$ cat src/rtl/imem_loader_pkg.sv
// imem_loader_pkg: constants and state type shared by the instruction-memory
// loader, its byte packer and the instruction-memory model.
// Optional feature macro: IMEM_LOADER_CHECKSUM_EN (adds the CHECK state).
package imem_loader_pkg;

    localparam int DEF_ADDR_W     = 8;
    localparam int DEF_DEPTH      = 256;
    localparam int BYTES_PER_WORD = 4;
    localparam int BYTE_CNT_W     = 2;

`ifdef IMEM_LOADER_CHECKSUM_EN
    typedef enum logic [2:0] {
        ST_IDLE     = 3'd0,
        ST_ASSEMBLE = 3'd1,
        ST_WRITE    = 3'd2,
        ST_DONE     = 3'd3,
        ST_CHECK    = 3'd4
    } state_t;
`else
    typedef enum logic [1:0] {
        ST_IDLE     = 2'd0,
        ST_ASSEMBLE = 2'd1,
        ST_WRITE    = 2'd2,
        ST_DONE     = 2'd3
    } state_t;
`endif

    // True when the byte counter points at the final byte slot of a word.
    function automatic logic last_byte(input logic [BYTE_CNT_W-1:0] cnt);
        return cnt == BYTE_CNT_W'(BYTES_PER_WORD - 1);
    endfunction

endpackage

$ cat src/rtl/imem_loader_if.sv
// imem_loader_if: byte-stream handshake plus instruction-memory write bus.
// The master side is the byte source / memory model, the slave side is the loader.
interface imem_loader_if
    import imem_loader_pkg::*;
#(
    parameter int ADDR_W = DEF_ADDR_W
);

    logic              byte_valid;
    logic [7:0]        byte_data;
    logic              byte_ready;
    logic              imem_we;
    logic [ADDR_W-1:0] imem_addr;
    logic [31:0]       imem_wdata;

    modport master (
        output byte_valid,
        output byte_data,
        input  byte_ready,
        input  imem_we,
        input  imem_addr,
        input  imem_wdata
    );

    modport slave (
        input  byte_valid,
        input  byte_data,
        output byte_ready,
        output imem_we,
        output imem_addr,
        output imem_wdata
    );

endinterface

$ cat src/rtl/imem_word_packer.sv
// imem_word_packer: collects bytes big-endian into a 32-bit word.
// Only the three most recent bytes are stored; the fourth byte is merged
// combinationally so the completed word is available in the cycle it arrives.
module imem_word_packer
    import imem_loader_pkg::*;
(
    input  logic        clk,
    input  logic        rst,
    input  logic        clear,
    input  logic        take,
    input  logic [7:0]  byte_in,
    output logic [31:0] packed_word,
    output logic        word_full
);

    logic [BYTE_CNT_W-1:0] cnt_r;
    logic [23:0]           word_r;

    assign packed_word = {word_r, byte_in};
    assign word_full   = take & last_byte(cnt_r);

    // Byte counter (mod 4) and shift register of the earlier bytes of the word.
    always_ff @(posedge clk) begin
        if (rst) begin
            cnt_r  <= {BYTE_CNT_W{1'b0}};
            word_r <= 24'h000000;
        end else if (clear) begin
            cnt_r  <= {BYTE_CNT_W{1'b0}};
            word_r <= 24'h000000;
        end else if (take) begin
            cnt_r  <= cnt_r + {{(BYTE_CNT_W-1){1'b0}}, 1'b1};
            word_r <= packed_word[23:0];
        end else begin
            cnt_r  <= cnt_r;
            word_r <= word_r;
        end
    end

endmodule

$ cat src/rtl/imem_loader.sv
// imem_loader: writes a byte-streamed program image into instruction memory,
// holding the CPU until the image is resident.
// Optional feature macro: IMEM_LOADER_CHECKSUM_EN (32-bit sum trailer check).
module imem_loader
    import imem_loader_pkg::*;
#(
    parameter int ADDR_W = DEF_ADDR_W,
    parameter int DEPTH  = DEF_DEPTH
)
(
    input  logic              clk,
    input  logic              RegReset,
    input  logic              start,
    input  logic [ADDR_W:0]   num_words,
    imem_loader_if.slave      bus,
    output logic              cpu_hold,
    output logic              done,
    output logic              err
);

    localparam logic [ADDR_W:0] DEPTH_V = (ADDR_W+1)'(DEPTH);
    localparam logic [ADDR_W:0] ONE_V   = {{ADDR_W{1'b0}}, 1'b1};
    localparam logic [ADDR_W:0] ZERO_V  = {(ADDR_W+1){1'b0}};

    state_t              state_r, next_state;
    logic [ADDR_W:0]     num_words_r, num_words_next;
    logic [ADDR_W:0]     word_cnt_r, word_cnt_next;
    logic                done_r, done_next;
    logic                err_r, err_next;
    logic                byte_ready_r, byte_ready_next;
    logic                cpu_hold_r, cpu_hold_next;
    logic                imem_we_r, imem_we_next;
    logic [ADDR_W-1:0]   imem_addr_r, imem_addr_next;
    logic [31:0]         imem_wdata_r, imem_wdata_next;
    logic                take;
    logic                pk_clear;
    logic                word_full;
    logic [31:0]         packed_word;
`ifdef IMEM_LOADER_CHECKSUM_EN
    logic [31:0]         sum_r, sum_next;
`endif

    assign take           = bus.byte_valid & byte_ready_r;
    assign bus.byte_ready = byte_ready_r;
    assign bus.imem_we    = imem_we_r;
    assign bus.imem_addr  = imem_addr_r;
    assign bus.imem_wdata = imem_wdata_r;
    assign cpu_hold       = cpu_hold_r;
    assign done           = done_r;
    assign err            = err_r;

    imem_word_packer u_packer (
        .clk         (clk),
        .rst         (RegReset),
        .clear       (pk_clear),
        .take        (take),
        .byte_in     (bus.byte_data),
        .packed_word (packed_word),
        .word_full   (word_full)
    );

    // Next-state, word counter, sticky status flags and checksum update.
    always_comb begin
        next_state     = state_r;
        num_words_next = num_words_r;
        word_cnt_next  = word_cnt_r;
        done_next      = done_r;
        err_next       = err_r;
        pk_clear       = 1'b0;
`ifdef IMEM_LOADER_CHECKSUM_EN
        sum_next       = sum_r;
`endif
        case (state_r)
            ST_IDLE, ST_DONE: begin
                if (start) begin
                    num_words_next = num_words;
                    word_cnt_next  = ZERO_V;
                    pk_clear       = 1'b1;
                    done_next      = 1'b0;
                    err_next       = 1'b0;
`ifdef IMEM_LOADER_CHECKSUM_EN
                    sum_next       = 32'h0000_0000;
`endif
                    if (num_words > DEPTH_V) begin
                        // Image cannot fit: reject without touching memory.
                        next_state = ST_DONE;
                        done_next  = 1'b1;
                        err_next   = 1'b1;
                    end else if (num_words == ZERO_V) begin
`ifdef IMEM_LOADER_CHECKSUM_EN
                        // Empty image still carries a trailer (expected sum 0).
                        next_state = ST_CHECK;
`else
                        next_state = ST_DONE;
                        done_next  = 1'b1;
`endif
                    end else begin
                        next_state = ST_ASSEMBLE;
                    end
                end else begin
                    next_state = state_r;
                end
            end
            ST_ASSEMBLE: begin
                if (word_full) begin
                    next_state = ST_WRITE;
                end else begin
                    next_state = ST_ASSEMBLE;
                end
            end
            ST_WRITE: begin
                word_cnt_next = word_cnt_r + ONE_V;
`ifdef IMEM_LOADER_CHECKSUM_EN
                sum_next      = sum_r + imem_wdata_r;
`endif
                if (word_cnt_next == num_words_r) begin
`ifdef IMEM_LOADER_CHECKSUM_EN
                    next_state = ST_CHECK;
`else
                    next_state = ST_DONE;
                    done_next  = 1'b1;
`endif
                end else begin
                    next_state = ST_ASSEMBLE;
                end
            end
`ifdef IMEM_LOADER_CHECKSUM_EN
            ST_CHECK: begin
                if (word_full) begin
                    next_state = ST_DONE;
                    done_next  = 1'b1;
                    err_next   = (packed_word != sum_r);
                end else begin
                    next_state = ST_CHECK;
                end
            end
`endif
            default: begin
                next_state = ST_IDLE;
            end
        endcase
    end

    // Output decode from the upcoming state so every output is a plain register.
    always_comb begin
        byte_ready_next = 1'b0;
        cpu_hold_next   = 1'b0;
        imem_we_next    = 1'b0;
        imem_addr_next  = {ADDR_W{1'b0}};
        imem_wdata_next = 32'h0000_0000;
        case (next_state)
            ST_ASSEMBLE: begin
                byte_ready_next = 1'b1;
                cpu_hold_next   = 1'b1;
            end
            ST_WRITE: begin
                cpu_hold_next   = 1'b1;
                imem_we_next    = 1'b1;
                imem_addr_next  = word_cnt_r[ADDR_W-1:0];
                imem_wdata_next = packed_word;
            end
`ifdef IMEM_LOADER_CHECKSUM_EN
            ST_CHECK: begin
                byte_ready_next = 1'b1;
                cpu_hold_next   = 1'b1;
            end
`endif
            default: begin
                byte_ready_next = 1'b0;
                cpu_hold_next   = 1'b0;
            end
        endcase
    end

    // FSM state register.
    always_ff @(posedge clk) begin
        if (RegReset) begin
            state_r <= ST_IDLE;
        end else begin
            state_r <= next_state;
        end
    end

    // Datapath and registered outputs; reset discards any load in progress.
    always_ff @(posedge clk) begin
        if (RegReset) begin
            num_words_r  <= ZERO_V;
            word_cnt_r   <= ZERO_V;
            done_r       <= 1'b0;
            err_r        <= 1'b0;
            byte_ready_r <= 1'b0;
            cpu_hold_r   <= 1'b0;
            imem_we_r    <= 1'b0;
            imem_addr_r  <= {ADDR_W{1'b0}};
            imem_wdata_r <= 32'h0000_0000;
`ifdef IMEM_LOADER_CHECKSUM_EN
            sum_r        <= 32'h0000_0000;
`endif
        end else begin
            num_words_r  <= num_words_next;
            word_cnt_r   <= word_cnt_next;
            done_r       <= done_next;
            err_r        <= err_next;
            byte_ready_r <= byte_ready_next;
            cpu_hold_r   <= cpu_hold_next;
            imem_we_r    <= imem_we_next;
            imem_addr_r  <= imem_addr_next;
            imem_wdata_r <= imem_wdata_next;
`ifdef IMEM_LOADER_CHECKSUM_EN
            sum_r        <= sum_next;
`endif
        end
    end

endmodule

$ cat src/flat_wrapper.sv
// flat-port wrapper written by rule: the top's interface ports become plain ports
module imem_loader_flat import imem_loader_pkg::*;
#(
    parameter int ADDR_W = DEF_ADDR_W,
    parameter int DEPTH  = DEF_DEPTH
)
  (clk, RegReset, start, num_words, cpu_hold, done, err, bus_byte_valid, bus_byte_data, bus_byte_ready, bus_imem_we, bus_imem_addr, bus_imem_wdata);
  imem_loader_if #(.ADDR_W(ADDR_W)) bus_i ();
  input  logic clk;
  input  logic RegReset;
  input  logic start;
  input  logic [ADDR_W:0] num_words;
  output logic cpu_hold;
  output logic done;
  output logic err;
  input wire logic [$bits(bus_i.byte_valid)-1:0] bus_byte_valid;
  input wire logic [$bits(bus_i.byte_data)-1:0] bus_byte_data;
  output wire logic [$bits(bus_i.byte_ready)-1:0] bus_byte_ready;
  output wire logic [$bits(bus_i.imem_we)-1:0] bus_imem_we;
  output wire logic [$bits(bus_i.imem_addr)-1:0] bus_imem_addr;
  output wire logic [$bits(bus_i.imem_wdata)-1:0] bus_imem_wdata;
  assign bus_i.byte_valid = bus_byte_valid;
  assign bus_i.byte_data = bus_byte_data;
  assign bus_byte_ready = bus_i.byte_ready;
  assign bus_imem_we = bus_i.imem_we;
  assign bus_imem_addr = bus_i.imem_addr;
  assign bus_imem_wdata = bus_i.imem_wdata;
  imem_loader #(.ADDR_W(ADDR_W), .DEPTH(DEPTH)) u_core (.clk(clk), .RegReset(RegReset), .start(start), .num_words(num_words), .bus(bus_i), .cpu_hold(cpu_hold), .done(done), .err(err));
endmodule
$ cat config.mk
export PLATFORM = sky130hd
export DESIGN_NAME = imem_loader_flat
export DESIGN_NICKNAME = d
export VERILOG_FILES = /design/src/rtl/imem_loader_pkg.sv /design/src/rtl/imem_loader_if.sv /design/src/rtl/imem_word_packer.sv /design/src/rtl/imem_loader.sv /design/src/flat_wrapper.sv
export SDC_FILE = /design/constraint.sdc
export NUM_CORES = 1
export LEC_CHECK = 0
export CAP_MARGIN = 20
export CORE_MARGIN = 5
export CORE_UTILIZATION = 55
export DETAILED_ROUTE_END_ITERATION = 6
export MAX_ROUTING_LAYER = met4
export PLACE_DENSITY = 0.84
export SKIP_CTS_REPAIR_TIMING = 1
export SYNTH_ARGS = -nofsm -noshare
export SYNTH_HDL_FRONTEND = slang
export SYNTH_SLANG_ARGS = --single-unit
$ cat constraint.sdc
create_clock -name clk -period 4.4 [get_ports clk]
set_input_delay 0.88 -clock clk [delete_from_list [all_inputs] [get_ports clk]]
set_output_delay 0.88 -clock clk [all_outputs]
set_load 0.02 [all_outputs]
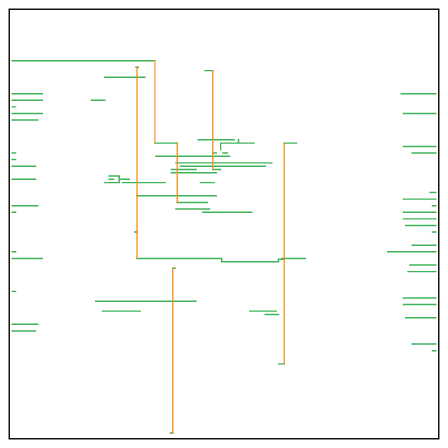
Figure 1: signal wires by layer.
Only two layers are drawn.
legend:
  M3:
    colour: green
    wire_length: 435 um
  M4:
    colour: orange
    wire_length: 169 um
All-Layer GR Usage: 0.194
via count: 2721
detail-routed net length per standard cell: 13.5 um
wirelength, routed: 6.87 mm

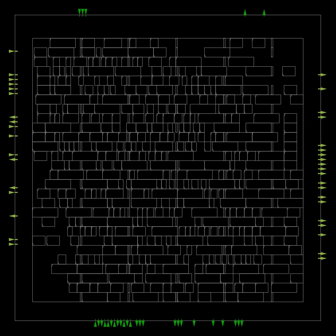
Figure 2: cell placement.
Seq Cell Count: 91
standard-cell row count: 28
core utilization of the finished layout: 0.705
# Taps: 75

==> Implementation_results.wiki <==
== Run summary ==
{| class="wikitable"
! Metric !! Value
|-
| Hold Vio Cnt, Final || 0
|-
| Path category of the worst min-delay check || flip-flop to flip-flop
|-
| End point of the critical path || u_core.bus.imem_addr[1]$_SDFF_PP0_
|-
| Combined area of the multi-input logic cells || 1430 um2
|-
| Min Clock Period, post-route || 3.44 ns
|-
| Yosys Chip Area || 3370 um2
|-
| Nets in the synthesized netlist || 404
|-
| Maximum fanout encountered on the critical timing path || 41
|-
| Worst min-delay path endpoint || u_core.u_packer.word_r[17]$_SDFFE_PP0P_
|-
| Buf+Inv Stages, Crit Path || 3
|-
| Last weighted congestion value of the routability-driven placer || 0.935
|-
| Flops out of synthesis || 91
|-
| Worst slack on hold paths || 0.454 ns
|-
| Global-route track usage on met2 || 0.292
|-
| Startpoint of the most critical setup path || num_words[4]
|-
| Global-route track usage on met1 || 0.256
|-
| Wire length of the first global-routing pass || 11.6 mm
|-
| Mapped cell area || 3370 um2
|-
| Share of power burned in combinational logic || 0.265
|-
| Violation count after the first detailed-route iteration || 157
|-
| Layout non-clock buf frac || 0.160
|-
| Placed cells || 494
|-
| Most used routing layer || met2
|-
| Clock power frac || 0.247
|-
| And+or+nand+nor area frac || 0.238
|-
| Count of inserted antenna diode cells || 0
|-
| Cell class contributing the biggest share of worst-path delay || simple AND/OR/NAND/NOR gates
|-
| Fraction of power spent switching nets || 0.324
|-
| Endpoint type of the worst setup path || flip-flop
|-
| Reg-to-Reg End || u_core.bus.imem_addr[1]$_SDFF_PP0_
|-
| Final instance area || 4200 um2
|-
| Proportion of layout cells with a drive suffix above 1 || 0.0484
|-
| Area share of xor/xnor cells in the synthesized design || 0.0234
|-
| Result of the run || completed
|-
| Sw power || 0.000621 W
|-
| Final Setup Violations || 0
|-
| TritonCTS clock tree || built
|-
| Worst setup path class || input pin to flip-flop
|-
| Stage-log warning count || 28
|-
| Worst stage delay on the critical path || 0.42 ns
|-
| Count of multi-input combinational gates || 254
|-
| CP Cell Sequence || clkdlybuf4s50_1 > nor4_1 > nand2_1 > ha_1 > nand2b_1 > o211a_1 > a2111o_1 > o31a_1 > inv_1 > ha_1 > nor2b_2 > buf_4 > and2_1
|-
| Cell types occupying the most area after synthesis || dfxtp_1 (54%), nand2_1 (8.8%), and2_1 (7.8%), a21oi_1 (6.5%), ha_1 (2.6%)
|-
| Power density relative to cell area || 457 nW/um2
|-
| Met2 routed WL || 3.19 mm
|-
| Height of the die || 88.3 um
|-
| Unrepaired setup endpoints after global routing || no
|-
| Number of nets at the end of the flow || 458
|-
| Synthesized-area fraction occupied by ao, oa, aoi and oai cells || 0.136
|-
| Top Consumer || registers
|-
| Setup Skew || 0.0115 ns
|-
| Source of the worst hold timing path || u_core.u_packer.word_r[17]$_SDFFE_PP0P_
|-
| Number of distinct library cells after synthesis || 46
|-
| Inserted Clock Buffers || 9
|-
| Worst reg-to-reg path cell count || 10
|-
| Mux area share || 0
|-
| Fraction of area in clock buffers and inverters || 0.0376
|-
| Max FFs per register || 32
|-
| Power in the clock group || 0.000474 W
|-
| Average vias per placed instance || 5.35
|-
| Total core area || 5960 um2
|-
| Clk Latency, worst-skew pair || 0.35 ns
|-
| Achievable clock frequency || 291 MHz
|-
| Post-synthesis to final-layout area growth || 24.4%
|-
| Gate count after technology mapping || 376
|-
| Most frequent cells after synthesis || dfxtp_1 (91), nand2_1 (79), a21oi_1 (44)
|-
| Worst-case register-to-register setup slack || 1.24 ns
|-
| Launching point of the worst reg2reg path || u_core.word_cnt_r[0]$_SDFFE_PP0P_
|-
| Number of iterations in the first detailed-routing pass || 4
|-
| Non-clock inverter total of the final layout || 6
|}
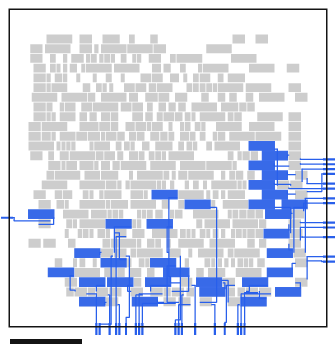
Figure 3: I/O nets highlighted.
Bar = 20 um.
legend:
  bus_imem_wdata:
    colour: blue
    direction: output
    end_cells: 32
    buffers: 32
    wire: 614 um
Port Buffers: 65
top-level I/O count: 66

Power is estimated from default activity; no workload was simulated.
